[src/rtl/tt_um_devinatkin_cookiemonster_pkg.sv]
`default_nettype none
// ---------------------------------------------------------------------------
// tt_um_devinatkin_cookiemonster_pkg
// Shared widths, game constants, 7-segment patterns and cost helper.
// Rev 1.0
// ---------------------------------------------------------------------------
package tt_um_devinatkin_cookiemonster_pkg;

  localparam int COUNT_W   = 16;
  localparam int LEVEL_W   = 3;
  localparam int MAX_LEVEL = 7;
  localparam int COST_STEP = 16;

  typedef logic [COUNT_W-1:0] count_t;
  typedef logic [LEVEL_W-1:0] level_t;

  // Hex glyphs, segment order gfedcba, active-high.
  localparam logic [6:0] SEG_TABLE [16] = '{
    7'h3F, 7'h06, 7'h5B, 7'h4F, 7'h66, 7'h6D, 7'h7D, 7'h07,
    7'h7F, 7'h6F, 7'h77, 7'h7C, 7'h39, 7'h5E, 7'h79, 7'h71
  };

  // Price of the next auto-clicker: 16 * (level + 1).
  function automatic count_t upgrade_cost(level_t lvl);
    return count_t'((32'(lvl) + 32'd1) * 32'(COST_STEP));
  endfunction

endpackage
`default_nettype wire

[src/rtl/tt_um_devinatkin_cookiemonster_button_debounce.sv]
`default_nettype none
// ---------------------------------------------------------------------------
// tt_um_devinatkin_cookiemonster_button_debounce
// 2-FF synchronizer, stability counter and rising-edge pulse for one button.
// Rev 1.0
// ---------------------------------------------------------------------------
module tt_um_devinatkin_cookiemonster_button_debounce #(
  parameter int DEBOUNCE_CYCLES = 500000
) (
  input  logic clk,
  input  logic rst_n,
  input  logic btn,
  output logic pulse
);

  localparam int CNT_W = $clog2(DEBOUNCE_CYCLES + 1);
  localparam logic [CNT_W-1:0] CNT_LAST = CNT_W'(DEBOUNCE_CYCLES - 1);

  logic             sync1;
  logic             sync2;
  logic             stable;
  logic             stable_d;
  logic [CNT_W-1:0] cnt;

  // Bring the asynchronous button into the clock domain.
  always_ff @(posedge clk or negedge rst_n) begin
    if (!rst_n) begin
      sync1 <= 1'b0;
      sync2 <= 1'b0;
    end else begin
      sync1 <= btn;
      sync2 <= sync1;
    end
  end

  // Accept a new level only after it has disagreed for DEBOUNCE_CYCLES clocks in a row.
  always_ff @(posedge clk or negedge rst_n) begin
    if (!rst_n) begin
      stable <= 1'b0;
      cnt    <= '0;
    end else if (sync2 == stable) begin
      cnt <= '0;
    end else if (cnt == CNT_LAST) begin
      stable <= sync2;
      cnt    <= '0;
    end else begin
      cnt <= cnt + 1'b1;
    end
  end

  // Delayed copy of the debounced level for edge detection.
  always_ff @(posedge clk or negedge rst_n) begin
    if (!rst_n) stable_d <= 1'b0;
    else        stable_d <= stable;
  end

  assign pulse = stable & ~stable_d;

endmodule
`default_nettype wire

[src/rtl/tt_um_devinatkin_cookiemonster.sv]
`default_nettype none
// ---------------------------------------------------------------------------
// tt_um_devinatkin_cookiemonster
// Cookie clicker: click / buy buttons, auto-production tick, 4-digit hex display.
// Rev 1.0
// ---------------------------------------------------------------------------
module tt_um_devinatkin_cookiemonster
  import tt_um_devinatkin_cookiemonster_pkg::*;
#(
  parameter int DEBOUNCE_CYCLES = 500000,
  parameter int TICK_CYCLES     = 50000000,
  parameter int MUX_CYCLES      = 50000
) (
  input  logic       clk,
  input  logic       rst_n,
  input  logic       ena,
  input  logic [7:0] ui_in,
  input  logic [7:0] uio_in,
  output logic [7:0] uo_out,
  output logic [7:0] uio_out,
  output logic [7:0] uio_oe
);

  localparam int TICK_W = $clog2(TICK_CYCLES + 1);
  localparam int MUX_W  = $clog2(MUX_CYCLES + 1);
  localparam logic [TICK_W-1:0] TICK_LAST = TICK_W'(TICK_CYCLES - 1);
  localparam logic [MUX_W-1:0]  MUX_LAST  = MUX_W'(MUX_CYCLES - 1);
  localparam level_t            LEVEL_TOP = level_t'(MAX_LEVEL);

  logic              click_pulse;
  logic              buy_pulse;
  logic              sel_sync1;
  logic              sel;
  logic [TICK_W-1:0] tick_cnt;
  logic              tick_wrap;
  logic [MUX_W-1:0]  mux_cnt;
  logic [1:0]        digit;
  count_t            count;
  level_t            level;
  count_t            cost;
  logic              affordable;
  logic              buy_ok;
  logic [16:0]       sum;
  count_t            saturated;
  count_t            shown;
  logic [3:0]        nibble;
  logic              unused_inputs;

  assign unused_inputs = &{1'b0, uio_in, ui_in[6:2]};
  assign uio_oe        = 8'hFF;

  tt_um_devinatkin_cookiemonster_button_debounce #(.DEBOUNCE_CYCLES(DEBOUNCE_CYCLES)) u_click (
    .clk(clk), .rst_n(rst_n), .btn(ui_in[0]), .pulse(click_pulse)
  );

  tt_um_devinatkin_cookiemonster_button_debounce #(.DEBOUNCE_CYCLES(DEBOUNCE_CYCLES)) u_buy (
    .clk(clk), .rst_n(rst_n), .btn(ui_in[1]), .pulse(buy_pulse)
  );

  // Display select only needs synchronizing; bounce there is harmless.
  always_ff @(posedge clk or negedge rst_n) begin
    if (!rst_n) begin
      sel_sync1 <= 1'b0;
      sel       <= 1'b0;
    end else begin
      sel_sync1 <= ui_in[7];
      sel       <= sel_sync1;
    end
  end

  // Auto-production period; frozen while the design is disabled.
  always_ff @(posedge clk or negedge rst_n) begin
    if (!rst_n)                tick_cnt <= '0;
    else if (ena && tick_wrap) tick_cnt <= '0;
    else if (ena)              tick_cnt <= tick_cnt + 1'b1;
  end

  assign tick_wrap  = ena && (tick_cnt == TICK_LAST);
  assign cost       = upgrade_cost(level);
  assign affordable = (count >= cost) && (level < LEVEL_TOP);
  assign buy_ok     = ena && buy_pulse && affordable;

  // Additions saturate first; an accepted buy then subtracts from that result.
  // The subtraction cannot underflow because saturated >= count >= cost.
  assign sum       = {1'b0, count} + {16'b0, ena & click_pulse} + (tick_wrap ? {14'b0, level} : 17'd0);
  assign saturated = sum[16] ? 16'hFFFF : sum[15:0];

  // Game state: cookie count and upgrade level.
  always_ff @(posedge clk or negedge rst_n) begin
    if (!rst_n) begin
      count <= '0;
      level <= '0;
    end else begin
      count <= buy_ok ? (saturated - cost) : saturated;
      if (buy_ok) level <= level + 1'b1;
    end
  end

  // Digit scan keeps running regardless of ena.
  always_ff @(posedge clk or negedge rst_n) begin
    if (!rst_n) begin
      mux_cnt <= '0;
      digit   <= 2'd0;
    end else if (mux_cnt == MUX_LAST) begin
      mux_cnt <= '0;
      digit   <= digit + 2'd1;
    end else begin
      mux_cnt <= mux_cnt + 1'b1;
    end
  end

  assign shown  = sel ? {4'h0, cost[11:0]} : count;
  assign nibble = 4'(shown >> {digit, 2'b00});

  // Registered pin drive; reflects digit/value one clock after they change.
  always_ff @(posedge clk or negedge rst_n) begin
    if (!rst_n) begin
      uo_out  <= 8'h00;
      uio_out <= 8'h00;
    end else begin
      uo_out  <= {(digit == 2'd0) && (level != '0), SEG_TABLE[nibble]};
      uio_out <= {affordable, level, 4'b0001 << digit};
    end
  end

endmodule
`default_nettype wire

[config.mk]
export PLATFORM = sky130hd
export DESIGN_NAME = tt_um_devinatkin_cookiemonster
export DESIGN_NICKNAME = d
export VERILOG_FILES = /design/src/rtl/tt_um_devinatkin_cookiemonster_pkg.sv /design/src/rtl/tt_um_devinatkin_cookiemonster_button_debounce.sv /design/src/rtl/tt_um_devinatkin_cookiemonster.sv
export SDC_FILE = /design/constraint.sdc
export NUM_CORES = 1
export LEC_CHECK = 0
export CAP_MARGIN = 25
export CORE_ASPECT_RATIO = 0.6
export CORE_UTILIZATION = 35
export DETAILED_ROUTE_END_ITERATION = 12
export PLACE_DENSITY_LB_ADDON = 0.15
export SLEW_MARGIN = 15
export SYNTH_ARGS = -nofsm -noshare
export SYNTH_HDL_FRONTEND = slang
export SYNTH_SLANG_ARGS = --single-unit
[constraint.sdc]
create_clock -name clk -period 4.7 [get_ports clk]
set_input_delay 0.47 -clock clk [delete_from_list [all_inputs] [get_ports clk]]
set_output_delay 0.47 -clock clk [all_outputs]
set_load 0.02 [all_outputs]
==> results.py, run 1 <==
# Flow results
metrics = {
    "global_route": {
        "grt_start_max_net_pins": 71,
        "first_global_vias": 4634,
        "globalRoute.totalOverflow": 0,
        "global_route.usage.met2_pct": 21.6,
        "gr-usage-all-layers_pct": 15.7,
        "grt_use_met3_pct": 4.25,
    },
    "critical_path": {
        "destination_of_the_critical_timing_path": "count[13]$_DFF_PN0_",
        "critPathArrivalTime_ns": 4.71,
        "timing.setup.critical_path_class": "register to register",
        "top_cell_family_by_delay_on_the_critical_path": "simple AND/OR/NAND/NOR gates",
        "r2r-end": "count[13]$_DFF_PN0_",
        "setup.worst_path.end_class": "register",
        "highest_cell_delay_on_the_worst_timing_path_ns": 0.51,
        "reg2regPathDepth": 18,
        "timing.critical_path.from_type": "register",
        "ordered_cell_list_for_the_critical_path": "or3b_2 -> nor4_4 -> nand2_1 -> fa_1 -> inv_1 -> fa_1 -> a21oi_1 -> nor2_1 -> nand3_1 -> or2_0 -> nand2_1 -> ha_1 -> a21o_1 -> a21o_2 -> a211oi_4 -> and4_4 -> xnor2_1 -> a31o_1",
        "critPathMaxFanout": 5,
        "cp.depth": 18,
    },
    "drt": {
        "first_pass_iters": 4,
        "post-route-drc-count": 0,
        "postRouteAntennaNets": 0,
        "route.layer.met1.wl_um": 7410,
        "top_layer_used_by_detailed_routing": "met4",
        "wl_met3_um": 607,
        "num_vias": 4682,
    },
    "logic_synthesis": {
        "ys.warnings.count": 0,
        "synth_cells": 649,
        "async_flop_share_pct": 100,
        "ys_dominant_reg_cell": "sky130_fd_sc_hd__dfrtp_1",
        "synth-seq-cells": 127,
        "synthDominantAreaCellType": "sky130_fd_sc_hd__dfrtp_1",
        "syn-mean-instance-area_sq_um": 10.1,
        "synth-seq-area-share_pct": 48.4,
        "total_cell_area_reported_by_yosys_after_synthesis_sq_mm": 0.00657,
        "synthDominantCellAreaShare_pct": 48.4,
    },
    "cells_and_area": {
        "fillers": 1767,
        "design.seq.count": 127,
        "largest_class": "logic gates",
        "postLayoutCellArea_sq_mm": 0.00778,
        "multi_input_combinational_area_share_pct": 41.3,
        "drive_above_1_share_pct": 12.2,
        "syn2layout_area_growth_pct": 18.5,
        "mi_logic_area_sq_mm": 0.00322,
        "ant_diodes": 0,
    },
    "placed_design": {
        "preCtsSetupSlack_ns": -0.146,
        "place.gp.congestion": 0.858,
    },
    "power": {
        "power.sequential.total_uw": 1150,
        "p_sw_uw": 602,
        "p_comb_uw": 101,
        "comb_power_share_pct": 4.0,
        "leakage_power_summed_over_all_cells_uw": 0.00346,
    },
    "clock_network": {
        "cts.root.buffer_cell": "sky130_fd_sc_hd__clkbuf_16",
        "htree_num_levels": 4,
        "ctsResizeCount": 0,
        "cts_tree": "done",
        "worst_skew_pair.late_latency_ns": 0.41,
        "cts.hold.buffers_added": 0,
    },
    "final_timing": {
        "relSlewSlack_pct": 31.8,
        "fmax_mhz": 227,
        "setup_viol": 0,
        "final_hold_viol_count": 0,
        "tightestPinTransition_ns": 1.02,
        "hold_ws_ns": 0.217,
        "layout_setup_ws_ns": 0.295,
    },
    "floorplan": {
        "fp.coreArea_sq_mm": 0.0182,
        "well_tap_count": 240,
    },
    "run_status": {
        "outcome": "finished, final reports clean",
    },
    "flow_run": {
        "drv_cap": 0,
    },
    "hold_path": {
        "worst_hold_path_type": "primary input to async pin",
    },
}
## run 1: cell families after synthesis
| kind of cell | share of synthesized area [%] |
|---|---|
| and+or+nand+nor | 21.3 |
| DFF | 48.4 |
| xor gates and xnor gates | 12.5 |
| AOI/OAI and AO/OA | 5.03 |
| buffers and inverters | 3.52 |
| adders and majority gates | 6.06 |
| muxes | 3.10 |
| other | 0.0571 |
## run 1: cell usage in the layout (no fill, tap or decap), types with 17 or more instances in the layout
| master | netlist | routed |
|---|---|---|
| sky130_fd_sc_hd__dfrtp_1 | 127 | 127 |
| sky130_fd_sc_hd__xnor2_1 | 55 | 55 |
| sky130_fd_sc_hd__ha_1 | 27 | 27 |
| sky130_fd_sc_hd__and3_1 | 17 | 17 |
| sky130_fd_sc_hd__buf_4 | 9 | 28 |
| sky130_fd_sc_hd__nor2_1 | 90 | 90 |
| sky130_fd_sc_hd__xor2_1 | 39 | 39 |
| sky130_fd_sc_hd__nand3_1 | 45 | 45 |
| sky130_fd_sc_hd__nand2_1 | 52 | 52 |
| sky130_fd_sc_hd__clkdlybuf4s50_1 | 0 | 20 |
| sky130_fd_sc_hd__clkbuf_16 | 0 | 17 |
| sky130_fd_sc_hd__inv_1 | 27 | 27 |
## run 1: state kept, by name (all words and copies together) (netlist names)
name,flops
u_click.stable,1
tick_cnt,26
digit,2
u_click.cnt,19
u_click.stable_d,1
count,16
u_buy.stable,1
u_buy.stable_d,1
uio_out,8
u_buy.sync1,1
uo_out,8
u_click.sync1,1
u_buy.cnt,19
u_buy.sync2,1
u_click.sync2,1
mux_cnt,16
sel_sync1,1
sel,1
level,3
Figure 1. I/O pins on the die edge (run 1).
The bar under the picture is 50 um long. Pins as bars across the die edge, other pins in gray.
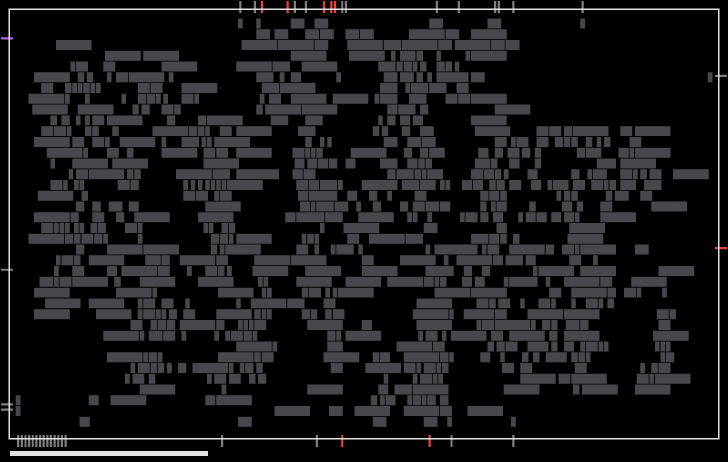
uio_out: in red, pins 8, direction output, edge 5 north, 2 south, 1 east. clk: in purple, pins 1, direction input, edge west.
number of buffers inserted by port buffering: 21
die boundary height: 108 um
x dimension of the die: 179 um

Figure 2. Zoomed window (run 1).
The bar under the picture is 20 um long. Window x 64 to 114, y 51 to 101 um. Cells in gray, sequential cells in the stronger gray; small squares are vias.
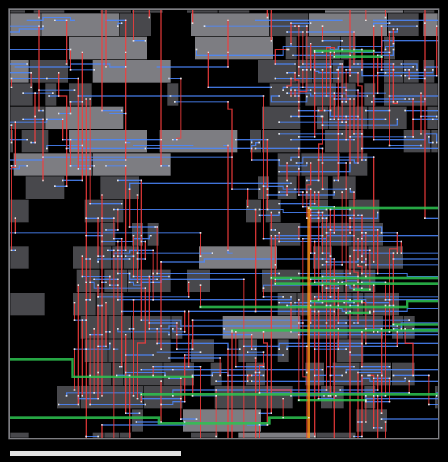
metal 2: in red. metal 1: in blue. metal 3: in green. metal 4: in orange.
125 logic cells have their middle in the window. Most frequent: ha_1 (19), dfrtp_1 (14), inv_1 (12). Netlist names of flops here include uo_out (4), count (3), uio_out (3). Sequential cells in the window: 14.

Figure 3. M1 wires (run 1).
The bar under the picture is 50 um long.
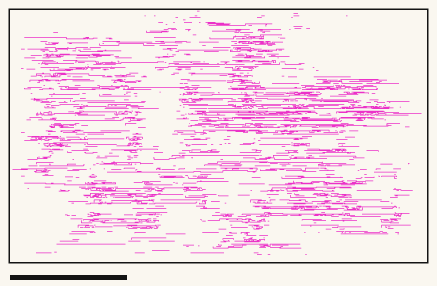
The longest straight run is 37.3 um. The layer carries 7410 um of wire. The wires run mostly horizontal. 695 nets have wire on it. The layer holds 53% of the routed length.
global-route met1 utilization: 23.2%
wire length after detailed routing: 13900 um

--- run 2 (diff from run 1) ---
- CELL_PAD_IN_SITES_DETAIL_PLACEMENT: unset -> 0
- CELL_PAD_IN_SITES_GLOBAL_PLACEMENT: unset -> 1
Figure 4. Clock wiring as the flow saved it (run 2).
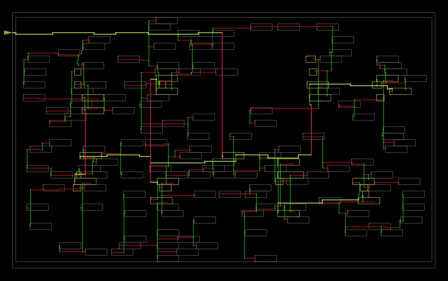
total CTS buffers: 17
Fin Clk Skew: 0.00743 ns
Clock Sinks: 127
Skew-Pair Late Insertion Delay: 0.42 ns

Figure 5. Where the registers sit (run 2).
The bar under the picture is 50 um long.
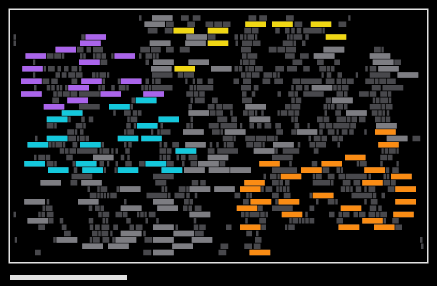
mux_cnt: in purple, flops 16, where north-west. uo_out: in yellow, flops 8, where north. u_buy.cnt: in cyan, flops 19, where west. tick_cnt: in orange, flops 26.
Another 58 sequential cells are not colored.

Figure 6. M1 wires (run 2).
The bar under the picture is 50 um long.
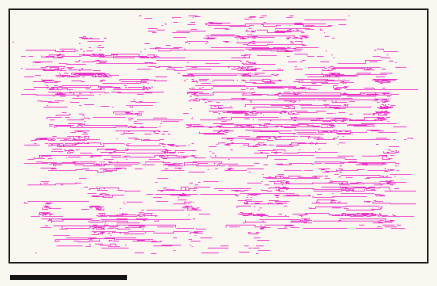
overall via count from detail_route: 4586
global-route met1 utilization: 24.4%
wire length after detailed routing: 13800 um

==> run 2 against run 1 <==
Net effect:
- wire length down 0.38%
- die area unchanged
- non-clock buffer count shrank 2
- setup slack improved by 0.11 ns
- combinational power about the same
- power shrank 0.32%
- via count is 2.1% lower
- maximum frequency increased by 2.7%
- sequential power barely moved
- global-route usage rose by 0.21 points
- sequential share of layout area up 0.11 points
- critical endpoint unchanged
- largest cell class unchanged
- largest power group unchanged
- highest routed layer unchanged
==> results.py, run 2 <==
# Flow results
metrics = {
    "power": {
        "sw_frac_of_total_pct": 24.4,
        "cellPowerDensity_mw_per_mm2": 327,
        "power.clock.fraction_pct": 50.4,
        "internal_power_uw": 1920,
        "vdd.ir_drop.worst_uv": 250,
        "p_sw_uw": 619,
        "comb_power_share_pct": 4.1,
        "p_total_uw": 2540,
        "leakage_power_summed_over_all_cells_uw": 0.00344,
    },
    "logic_synthesis": {
        "ys.warnings.count": 0,
        "ys_dominant_reg_cell": "sky130_fd_sc_hd__dfrtp_1",
        "synth-seq-cells": 127,
        "synth.mux.area_fraction_pct": 3.10,
        "synth-edff-count": 0,
        "async_flop_share_pct": 100,
        "ys_sh_xor_pct": 12.5,
        "synthDominantCellAreaShare_pct": 48.4,
        "synth_cells": 649,
        "netlist_top_cells_count": "sky130_fd_sc_hd__dfrtp_1, sky130_fd_sc_hd__nor2_1, sky130_fd_sc_hd__xnor2_1",
        "synth-simple-area-share_pct": 21.3,
        "total_cell_area_reported_by_yosys_after_synthesis_sq_mm": 0.00657,
        "synth_cell_types": 61,
        "ys_sh_adder_pct": 6.06,
        "synth-seq-area-share_pct": 48.4,
        "synth.yosys.num_cells": 649,
        "synthDominantAreaCellType": "sky130_fd_sc_hd__dfrtp_1",
        "syn-mean-instance-area_sq_um": 10.1,
        "logic_family": "simple AND/OR/NAND/NOR gates",
        "yosysMostFrequentCell": "sky130_fd_sc_hd__dfrtp_1",
        "syn-cell-area_sq_mm": 0.00657,
        "netlist_top_cells_area": "sky130_fd_sc_hd__dfrtp_1, sky130_fd_sc_hd__xnor2_1, sky130_fd_sc_hd__xor2_1",
        "synthAoiAreaFrac_pct": 5.03,
    },
    "placed_design": {
        "placement.cell_area_sq_mm": 0.00718,
        "place.gp.congestion": 0.853,
        "post-dp-hpwl_um": 10000,
        "place.port_buffers": 21,
    },
    "drt": {
        "first_pass_iters": 4,
        "postRouteAntennaNets": 0,
        "post-route-drc-count": 0,
        "drt_first_iter_violations": 332,
        "detail_route.vias_per_cell": 4.81,
        "routedWlPerCell_um": 14.5,
    },
    "critical_path": {
        "critical_path.n_buffers_inverters": 1,
        "setup.worst_path.end_class": "register",
        "ordered_cell_list_for_the_critical_path": "or3b_2 -> nor4_4 -> nand2_1 -> fa_1 -> inv_1 -> fa_1 -> a21oi_1 -> nor2_1 -> nand3_1 -> or2_0 -> nand2_1 -> ha_1 -> a21o_1 -> a21o_2 -> a211oi_4 -> and4_4 -> xnor2_1 -> a31o_1",
        "top_cell_family_by_delay_on_the_critical_path": "simple AND/OR/NAND/NOR gates",
        "ff2ff_setup_slack_ns": 0.41,
        "critical_path.startpoint": "tick_cnt[7]$_DFFE_PN0P_",
        "critPathMaxFanout": 5,
        "critPathArrivalTime_ns": 4.60,
        "timing.setup.critical_path_class": "register to register",
        "crit-reg2reg-launch": "tick_cnt[7]$_DFFE_PN0P_",
        "highest_cell_delay_on_the_worst_timing_path_ns": 0.51,
        "worst_path_max_delay_cell": "sky130_fd_sc_hd__or3b_2",
        "reg2regPathDepth": 18,
        "cp.depth": 18,
        "destination_of_the_critical_timing_path": "count[13]$_DFF_PN0_",
        "timing.critical_path.from_type": "register",
        "r2r-end": "count[13]$_DFF_PN0_",
        "critPathRequiredTime_ns": 5.01,
    },
    "final_timing": {
        "final_hold_viol_count": 0,
        "fmax_mhz": 233,
        "crit_share_post_route_pct": 91.3,
        "relSlewSlack_pct": 30.8,
        "setup_viol": 0,
        "tightestPinTransition_ns": 1.04,
        "final-max-slew-violation-count": 0,
        "layout_min_cycle_time_ns": 4.29,
        "rsz_0062_raised_after_global_routing": "no",
    },
    "cells_and_area": {
        "drive_above_1_share_pct": 11.8,
        "syn2layout_area_growth_pct": 18.2,
        "final_layout_top_logic_cell": "sky130_fd_sc_hd__dfrtp_1",
        "top_register": "tick_cnt",
        "postLayoutCellArea_sq_mm": 0.00776,
        "fillers": 1737,
        "final_net_count": 750,
        "layout_top_cells": "sky130_fd_sc_hd__dfrtp_1, sky130_fd_sc_hd__nor2_1, sky130_fd_sc_hd__xnor2_1",
        "ant_diodes": 0,
        "largest_register_ff_count": 26,
        "largest_registers": "tick_cnt (26), u_buy.cnt (19), u_click.cnt (19)",
    },
    "run_status": {
        "outcome": "finished, final reports clean",
    },
    "floorplan": {
        "design.die.area_sq_mm": 0.0193,
        "floorplan.io_pins": 43,
        "die_height_um": 108,
        "die-width_um": 179,
        "fp.coreArea_sq_mm": 0.0182,
        "core_util_floorplan_pct": 36.1,
        "num_rows": 38,
    },
    "hold_path": {
        "worst_hold_path_type": "primary input to async pin",
    },
    "global_route": {
        "grt_start_max_net_pins": 48,
        "gr-usage-all-layers_pct": 15.9,
        "globalRoute.totalOverflow": 0,
        "first_global_vias": 4529,
        "number_of_antenna_violations_at_the_first_check_in_global_routing": 0,
        "grt_first_pass_wirelength_um": 23300,
    },
    "clock_network": {
        "max-clock-path-buffers": 2,
        "cts_tree": "done",
        "htree_num_levels": 4,
        "ctsResizeCount": 0,
        "cts.hold.buffers_added": 0,
        "cts.root.buffer_cell": "sky130_fd_sc_hd__clkbuf_16",
        "postCtsSetupBuffers": 0,
        "worst_setup_hold_path_clk_slew_ns": 0.06,
    },
    "flow_run": {
        "drv_cap": 0,
        "openroad.warnings": 49,
    },
}
run 2: kinds of logic after synthesis:
kind of cell / count (synthesis)
buffers and inverters: 49
AND-OR/OR-AND: 51
flip-flops: 127
adder cells (fa/ha/maj): 30
multiplexers: 18
AND/OR/NAND/NOR: 279
other: 1
XOR/XNOR: 94
run 2: through the flow:
| step | utilization, % | hold WS [ns] | instances | TNS, ns | setup slack (ns) |
|---|---|---|---|---|---|
| floorplan | - | 0.174 | 656 | 0 | 0.0742 |
| detailed placement | 39.4 | 0.337 | 922 | -0.130 | -0.0862 |
| finish | 42.6 | 0.0506 | 954 | 0 | 0.409 |
| CTS | 42.6 | 0.0651 | 954 | 0 | 0.315 |
| global route | 42.6 | 0.0863 | 954 | 0 | 0.0423 |
| global placement | 39.4 | 0.335 | 922 | -0.0416 | -0.0416 |
run 2: per-layer routing:
layer  vias to the layer above  track usage [%]  part of all wire [%]
li1                       2291                -                     -
met1                      2218             24.4                    53
met2                        66             21.0                    41
met3                        11             4.08                   4.9
met4                         0             5.57                   1.0
met5                         -                0                     0
run 2: power groups by stage:
stage | clock [uW] | combinational, uW | sequential (uW)
global route | 1380 | 120 | 1160
CTS | 1320 | 108 | 1150
floorplan | 0 | 64.4 | 1170
detailed placement | 0 | 107 | 1170
finish | 1280 | 104 | 1150
global placement | 0 | 103 | 1170
run 2: area by class of cell:
| cell class | count | area (sq um) | share of cell area, % |
|---|---|---|---|
| multi-input cells | 480 | 3210 | 41.3 |
| well taps | 240 | 300 | 3.87 |
| flip-flops and latches | 127 | 3180 | 40.9 |
| inverters | 29 | 109 | 1.40 |
| clock buffers | 19 | 443 | 5.71 |
| clock inverters | 13 | 131 | 1.69 |
| repair buffers | 46 | 395 | 5.09 |
--- run 3 (diff from run 2) ---
- CORE_UTILIZATION: 35 -> 31
Figure 7. M1 wires (run 3).
The bar under the picture is 50 um long.
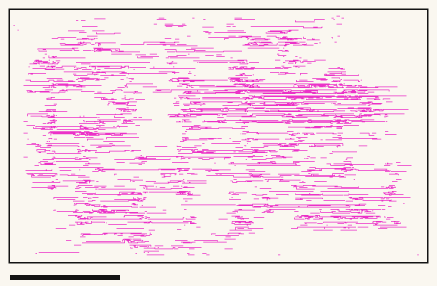
The layer holds 55% of the routed length. The layer carries 7810 um of wire. The longest straight run is 38.6 um. 690 nets have wire on it. The wires run mostly horizontal.
overall via count from detail_route: 4635
wire length after detailed routing: 14200 um
global-route met1 utilization: 21.5%

Figure 8. Zoomed window (run 3).
The bar under the picture is 20 um long. Window x 70 to 120, y 55 to 105 um. Cells in gray, sequential cells in the stronger gray; small squares are vias.
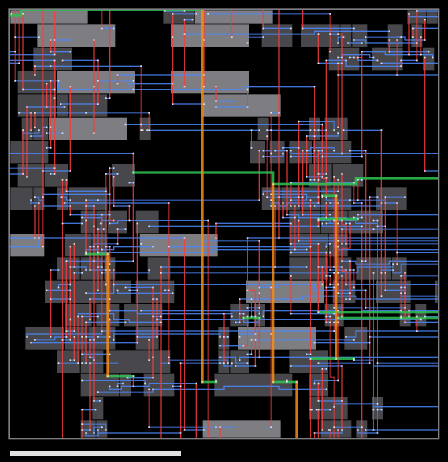
metal 3: in green. metal 2: in red. metal 4: in orange. metal 1: in blue.
Netlist names of flops here include count (4), digit (2), uio_out (2). Sequential cells in the window: 12. 110 logic cells have their middle in the window. Most frequent: ha_1 (13), dfrtp_1 (12).

Figure 9. I/O pins on the die edge (run 3).
The bar under the picture is 50 um long. Pins as bars across the die edge, other pins in gray.
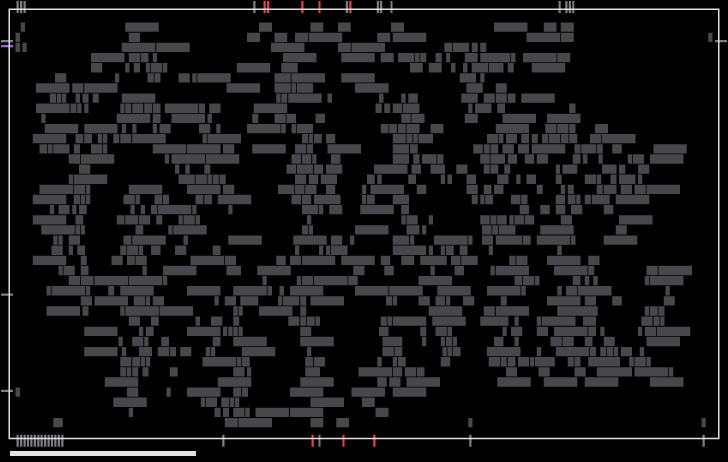
clk: in purple, pins 1, direction input, edge west. uio_out: in red, pins 8, direction output, edge 5 north, 3 south.

==> run 3 against run 2 <==
Net effect:
- combinational power about the same
- die area up 13%
- core utilization down 4.1 points
- sequential power about the same
- synthesized cell count unchanged
- hold slack better by 0.068 ns
- synthesized area unchanged
==> results.py, run 3 <==
# Flow results
metrics = {
    "global_route": {
        "grt_first_pass_wirelength_um": 24200,
        "number_of_antenna_violations_at_the_first_check_in_global_routing": 0,
        "globalRoute.totalOverflow": 0,
    },
    "logic_synthesis": {
        "netlist_top_cells_area": "sky130_fd_sc_hd__dfrtp_1, sky130_fd_sc_hd__xnor2_1, sky130_fd_sc_hd__xor2_1",
        "ys_sh_xor_pct": 12.5,
        "synth-simple-area-share_pct": 21.3,
        "async_flop_share_pct": 100,
        "ys.warnings.count": 0,
        "synth_cells": 649,
        "yosysMostFrequentCell": "sky130_fd_sc_hd__dfrtp_1",
        "synthDominantCellAreaShare_pct": 48.4,
        "ys_sh_adder_pct": 6.06,
        "synth_cell_types": 61,
        "synthAoiAreaFrac_pct": 5.03,
        "syn-mean-instance-area_sq_um": 10.1,
        "total_cell_area_reported_by_yosys_after_synthesis_sq_mm": 0.00657,
        "logic_family": "simple AND/OR/NAND/NOR gates",
        "synth-seq-cells": 127,
        "synthDominantAreaCellType": "sky130_fd_sc_hd__dfrtp_1",
        "synth-edff-count": 0,
        "synth.mux.area_fraction_pct": 3.10,
        "synth-seq-area-share_pct": 48.4,
    },
    "placed_design": {
        "preCtsSetupSlack_ns": -0.134,
        "place.gp.congestion": 0.834,
        "place.detailed.instances": 960,
    },
    "clock_network": {
        "clock_sinks": 127,
        "max-clock-path-buffers": 2,
        "cts.hold.buffers_added": 0,
        "worst_skew_pair.late_latency_ns": 0.42,
        "worst_setup_hold_path_clk_slew_ns": 0.06,
        "htree_num_levels": 4,
    },
    "drt": {
        "routedWlPerCell_um": 14.3,
        "route.met2.wl_um": 5740,
        "postRouteAntennaNets": 0,
        "first_pass_iters": 4,
        "detail_route.vias_per_cell": 4.67,
        "route.layer.met1.wl_um": 7810,
    },
    "run_status": {
        "outcome": "finished, final reports clean",
    },
    "critical_path": {
        "setup.worst_path.end_class": "register",
        "ordered_cell_list_for_the_critical_path": "or3b_2 -> nor4_4 -> nand2_1 -> fa_1 -> inv_1 -> fa_1 -> a21oi_1 -> nor2_1 -> nand3_1 -> or2_0 -> nand2_1 -> ha_1 -> a21o_1 -> a21o_2 -> a211oi_2 -> buf_4 -> and4_4 -> xnor2_1 -> a31o_1",
        "critPathMaxFanout": 5,
        "top_cell_family_by_delay_on_the_critical_path": "simple AND/OR/NAND/NOR gates",
        "critPathArrivalTime_ns": 4.75,
        "timing.critical_path.from_type": "register",
    },
    "cells_and_area": {
        "largest_registers": "tick_cnt (26), u_buy.cnt (19), u_click.cnt (19)",
        "syn2layout_area_growth_pct": 19.4,
        "final_layout_top_logic_cell": "sky130_fd_sc_hd__dfrtp_1",
        "finish.utilization_pct": 38.5,
        "ant_diodes": 0,
        "fin_cells": 993,
        "drive_above_1_share_pct": 12.8,
        "fillers": 2001,
        "final_net_count": 756,
        "layout_top_cells": "sky130_fd_sc_hd__dfrtp_1, sky130_fd_sc_hd__nor2_1, sky130_fd_sc_hd__xnor2_1",
    },
    "flow_run": {
        "openroad.warnings": 49,
    },
    "final_timing": {
        "finClkSkew_ns": 0.0109,
        "relSlewSlack_pct": 31.9,
        "final_hold_viol_count": 0,
        "setup_total_negative_slack_ns": 0,
        "rsz_0062_raised_after_global_routing": "no",
        "layout_min_cycle_time_ns": 4.44,
        "fmax_mhz": 225,
        "final-max-slew-violation-count": 0,
        "crit_share_post_route_pct": 94.6,
        "hold_ws_ns": 0.119,
    },
    "power": {
        "cellPowerDensity_mw_per_mm2": 322,
        "leakage_power_summed_over_all_cells_uw": 0.00347,
        "p_total_uw": 2520,
        "vdd.ir_drop.worst_uv": 232,
    },
    "floorplan": {
        "core_util_floorplan_pct": 32.3,
        "die-width_um": 190,
        "design.die.area_sq_mm": 0.0218,
        "die_height_um": 115,
    },
}
==> run 3: cell counts after synthesis <==
Identical to the previous run, type by type.
==> run 3: worst paths after layout <==
path                                          from                   endpoint  slack, ns  cells after the start
max in group asynchronous                    rst_n   tick_cnt[16]$_DFFE_PN0P_       3.57                      2
setup / recovery           tick_cnt[7]$_DFFE_PN0P_        count[13]$_DFF_PN0_       0.26                     19
hold / removal                               rst_n  u_click.cnt[11]$_DFF_PN0_       0.12                      1
setup reg to reg           tick_cnt[7]$_DFFE_PN0P_        count[13]$_DFF_PN0_       0.26                     19
min in group clk           u_click.sync1$_DFF_PN0_    u_click.sync2$_DFF_PN0_       0.34                      0
hold reg to reg            u_click.sync1$_DFF_PN0_    u_click.sync2$_DFF_PN0_       0.34                      0
==> run 3: worst reg2reg max path, delay by kind of cell, from the launching register on <==
kind                     cells  cell delay (ns)
AND/OR/NAND/NOR              8             1.74
flip-flops                   1             0.42
XOR/XNOR                     1             0.07
buffers and inverters        2             0.27
AND-OR/OR-AND                5             0.92
adder cells (fa/ha/maj)      3             0.90
==> run 3: area by class of cell <==
class	count	area, sq um	area share, %
flip-flops and latches	127	3180	40.5
well taps	273	342	4.35
clock inverters	12	110	1.40
multi-input cells	480	3220	41.0
inverters	29	109	1.39
clock buffers	20	447	5.69
repair buffers	52	440	5.61
==> run 3: timing repair <==
item / CTS / global route
setup buffers: 0 / 1
resized: 0 / 5
endpoints found under the setup margin: 0 / 2
==> run 3: power breakdown <==
group          switching (uW)  leakage [uW]  internal [uW]
Sequential               29.0       0.00167           1120
Combinational            62.9       0.00153           41.3
Clock                     521      0.000275            744
Total                     613       0.00347           1910
==> run 3: routing by layer <==
metal  up-vias  GRT usage [%]
li1       2298              -
met1      2273           21.5
met2        54           19.6
met3        10           4.61
met4         0           4.41
met5         -              0
No activity file was given, so power comes from the tool's default toggle rates.
